`src/rtl/menshen_cfg_arbiter.sv`:
```
// Packet-atomic round-robin arbiter that merges NUM_REQ configuration AXI streams
// onto one Menshen config path, with a programmable settle gap after each packet.
module menshen_cfg_arbiter #(
    parameter int DATA_WIDTH = 512,
    parameter int NUM_REQ    = 2,
    parameter int GAP_CYCLES = 30
) (
    input  logic                          axis_aclk,
    input  logic                          axis_rst,
    input  logic [NUM_REQ-1:0]            cfg_en,
    input  logic [NUM_REQ*DATA_WIDTH-1:0] s_axis_cfg_tdata,
    input  logic [NUM_REQ-1:0]            s_axis_cfg_tvalid,
    output logic [NUM_REQ-1:0]            s_axis_cfg_tready,
    input  logic [NUM_REQ-1:0]            s_axis_cfg_tlast,
    input  logic [NUM_REQ*6-1:0]          s_axis_cfg_tuser_mty,
    input  logic [NUM_REQ*11-1:0]         s_axis_cfg_tuser_qid,
    output logic [DATA_WIDTH-1:0]         m_axis_cfg_tdata,
    output logic                          m_axis_cfg_tvalid,
    input  logic                          m_axis_cfg_tready,
    output logic                          m_axis_cfg_tlast,
    output logic [5:0]                    m_axis_cfg_tuser_mty,
    output logic [10:0]                   m_axis_cfg_tuser_qid,
    output logic [NUM_REQ-1:0]            cfg_grant,
    output logic                          cfg_busy,
    output logic [31:0]                   cfg_pkt_cnt
);

    localparam int IDX_W = $clog2(NUM_REQ);
    localparam int CNT_W = (GAP_CYCLES > 0) ? $clog2(GAP_CYCLES + 1) : 1;

    typedef enum logic [1:0] {IDLE, XFER, GAP} state_t;

    state_t             state_q, state_d;
    logic [IDX_W-1:0]   last_grant_q, last_grant_d;
    logic [IDX_W-1:0]   gidx_q, gidx_d;
    logic [NUM_REQ-1:0] grant_q, grant_d;
    logic [CNT_W-1:0]   gap_q, gap_d;
    logic [31:0]        pkt_cnt_q, pkt_cnt_d;

    logic [NUM_REQ-1:0] req;
    logic               found;
    logic [IDX_W-1:0]   pick;
    logic [IDX_W-1:0]   cand;
    logic               xfer;
    logic               last_fire;

    assign xfer      = (state_q == XFER);
    assign last_fire = m_axis_cfg_tvalid & m_axis_cfg_tready & m_axis_cfg_tlast;

    // Round-robin search starting just after the previous winner.
    always_comb begin
        req   = s_axis_cfg_tvalid & cfg_en;
        found = 1'b0;
        pick  = last_grant_q;
        cand  = '0;
        for (int k = 1; k <= NUM_REQ; k++) begin
            cand = IDX_W'((int'(last_grant_q) + k) % NUM_REQ);
            if (!found && req[cand]) begin
                found = 1'b1;
                pick  = cand;
            end
        end
    end

    // Zero-latency mux of the granted slice; everything reads as 0 without a grant.
    always_comb begin
        m_axis_cfg_tdata     = '0;
        m_axis_cfg_tvalid    = 1'b0;
        m_axis_cfg_tlast     = 1'b0;
        m_axis_cfg_tuser_mty = '0;
        m_axis_cfg_tuser_qid = '0;
        s_axis_cfg_tready    = '0;
        if (xfer) begin
            m_axis_cfg_tdata          = s_axis_cfg_tdata[int'(gidx_q)*DATA_WIDTH +: DATA_WIDTH];
            m_axis_cfg_tvalid         = s_axis_cfg_tvalid[gidx_q];
            m_axis_cfg_tlast          = s_axis_cfg_tlast[gidx_q];
            m_axis_cfg_tuser_mty      = s_axis_cfg_tuser_mty[int'(gidx_q)*6 +: 6];
            m_axis_cfg_tuser_qid      = s_axis_cfg_tuser_qid[int'(gidx_q)*11 +: 11];
            s_axis_cfg_tready[gidx_q] = m_axis_cfg_tready;
        end
    end

    always_comb begin
        state_d      = state_q;
        last_grant_d = last_grant_q;
        gidx_d       = gidx_q;
        grant_d      = grant_q;
        gap_d        = gap_q;
        pkt_cnt_d    = pkt_cnt_q;
        case (state_q)
            IDLE: begin
                if (found) begin
                    grant_d      = NUM_REQ'(1) << pick;
                    gidx_d       = pick;
                    last_grant_d = pick;
                    state_d      = XFER;
                end
            end
            XFER: begin
                if (last_fire) begin
                    pkt_cnt_d = pkt_cnt_q + 32'd1;
                    grant_d   = '0;
                    if (GAP_CYCLES == 0) begin
                        state_d = IDLE;
                    end else begin
                        state_d = GAP;
                        gap_d   = CNT_W'(GAP_CYCLES);
                    end
                end
            end
            GAP: begin
                gap_d = gap_q - CNT_W'(1);
                if (gap_q == CNT_W'(1)) begin
                    state_d = IDLE;
                end
            end
            default: state_d = IDLE;
        endcase
    end

    // Reset seeds last_grant with the top index so requester 0 wins first.
    always_ff @(posedge axis_aclk or posedge axis_rst) begin
        if (axis_rst) begin
            state_q      <= IDLE;
            last_grant_q <= IDX_W'(NUM_REQ - 1);
            gidx_q       <= '0;
            grant_q      <= '0;
            gap_q        <= '0;
            pkt_cnt_q    <= '0;
        end else begin
            state_q      <= state_d;
            last_grant_q <= last_grant_d;
            gidx_q       <= gidx_d;
            grant_q      <= grant_d;
            gap_q        <= gap_d;
            pkt_cnt_q    <= pkt_cnt_d;
        end
    end

    assign cfg_grant   = grant_q;
    assign cfg_busy    = (state_q != IDLE);
    assign cfg_pkt_cnt = pkt_cnt_q;

endmodule

```
`config.mk`:
```
export PLATFORM = sky130hd
export DESIGN_NAME = menshen_cfg_arbiter
export DESIGN_NICKNAME = d
export VERILOG_FILES = /design/src/rtl/menshen_cfg_arbiter.sv
export SDC_FILE = /design/constraint.sdc
export NUM_CORES = 1
export LEC_CHECK = 0
export CORE_AREA = 2 2 644 646
export DETAILED_ROUTE_END_ITERATION = 8
export DIE_AREA = 0 0 646 648
export GPL_ROUTABILITY_DRIVEN = 0
export SYNTH_ARGS = -nofsm -noshare
export SYNTH_HDL_FRONTEND = slang
export SYNTH_SLANG_ARGS = --single-unit
```
`constraint.sdc`:
```
create_clock -name axis_aclk -period 6.94 [get_ports axis_aclk]
set_input_delay 2.082 -clock axis_aclk [delete_from_list [all_inputs] [get_ports axis_aclk]]
set_output_delay 2.082 -clock axis_aclk [all_outputs]
set_load 0.01 [all_outputs]
```
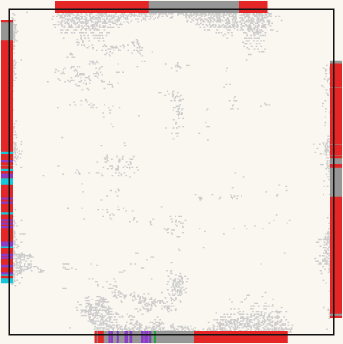
*Pin placement*
Scale: 0.5 px per um. Pins as bars across the die edge, other pins in grey.
`s_axis_cfg_tdata`: marked red, pins 1024, direction input, edge 290 west, 285 east, 257 north, 192 south. `cfg_en`: marked green, pins 2, direction input, edge south. `cfg_pkt_cnt`: marked purple, pins 32, direction output, edge 17 west, 15 south. `m_axis_cfg_tuser_qid`: marked cyan, pins 11, direction output, edge west.
All pins by edge: 458 north, 416 south, 385 west, 376 east.

==> impl_metrics.py <==
# Synthesis and PnR figures
metrics = {
    "synthesis": {
        "ys_seq_share_pct": 10.99,
        "yosys.area_share.aoi_pct": 0.8806,
        "synthArstFlopShare_pct": 100.0,
        "topCombFamilyByArea": "multiplexers",
    },
    "cells_and_area": {
        "area_delta_synth_final_pct": 241.6,
        "lay_top_cells": "1573 x clkdlybuf4s50_1, 545 x nor2_1, 531 x mux2i_1",
    },
    "final_timing": {
        "fin_tns_setup_ns": 0,
        "finalCritPeriodShare_pct": 90.43,
        "slew_headroom_pct": 17.06,
    },
    "worst_setup_path": {
        "reg2reg_depth": 6,
    },
    "detailed_routing": {
        "detail_route.vias_per_cell": 2.514,
        "drcViolationCount": 40,
    },
    "placement": {
        "numPortBuffers": 1634,
    },
    "run_status": {
        "status": "finished, violations left",
        "violations": "DRC",
    },
    "cts": {
        "clock_path_buffers": 2,
        "clk_pin_slew_worst_paths_ns": 0.09,
    },
    "power": {
        "combPwrFrac_pct": 94.6,
        "maxPowerGroup": "combinational cells",
        "pg_clk_uw": 268,
    },
    "global_routing": {
        "grt_pass1_wl_um": 412900,
    },
    "min_path": {
        "hold_class": "reg -> reg",
    },
    "die": {
        "die_width_um": 646,
    },
}
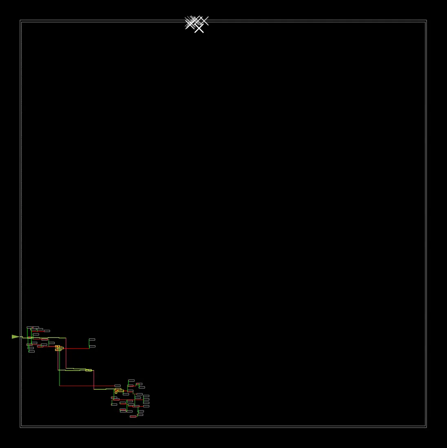
*Clock wiring as the flow saved it*
clock buffer count: 5
Flops: 43

==> layout make-up <==
| type | instances | area [sq um] |
|---|---|---|
| clock inverters | 3 | 23.77 |
| diodes | 182 | 455.4 |
| clock buffers | 5 | 125.1 |
| flip-flops and latches | 43 | 1081 |
| repair buffers | 1683 | 16730 |
| multi-input cells | 1199 | 8205 |
| inverters | 4 | 15.01 |
| well taps | 5474 | 6849 |
| fillers | 48300 | 378400 |
==> layer usage <==
metal  vias up  global-route usage, %
li1       8013                      -
met1      9266                  17.02
met2      2561                  24.35
met3      1284                  18.39
met4       476                  3.693
met5         -                  1.723
==> worst reg2reg max path, delay by kind of cell, from the launching register on <==
kind	cells	cell delay, ns
buffers and inverters	1	0.37
AND/OR/NAND/NOR	3	1.63
XOR/XNOR	1	0.16
multiplexers	1	0.27
flip-flops	1	0.86
Power and IR drop assume default switching activity.
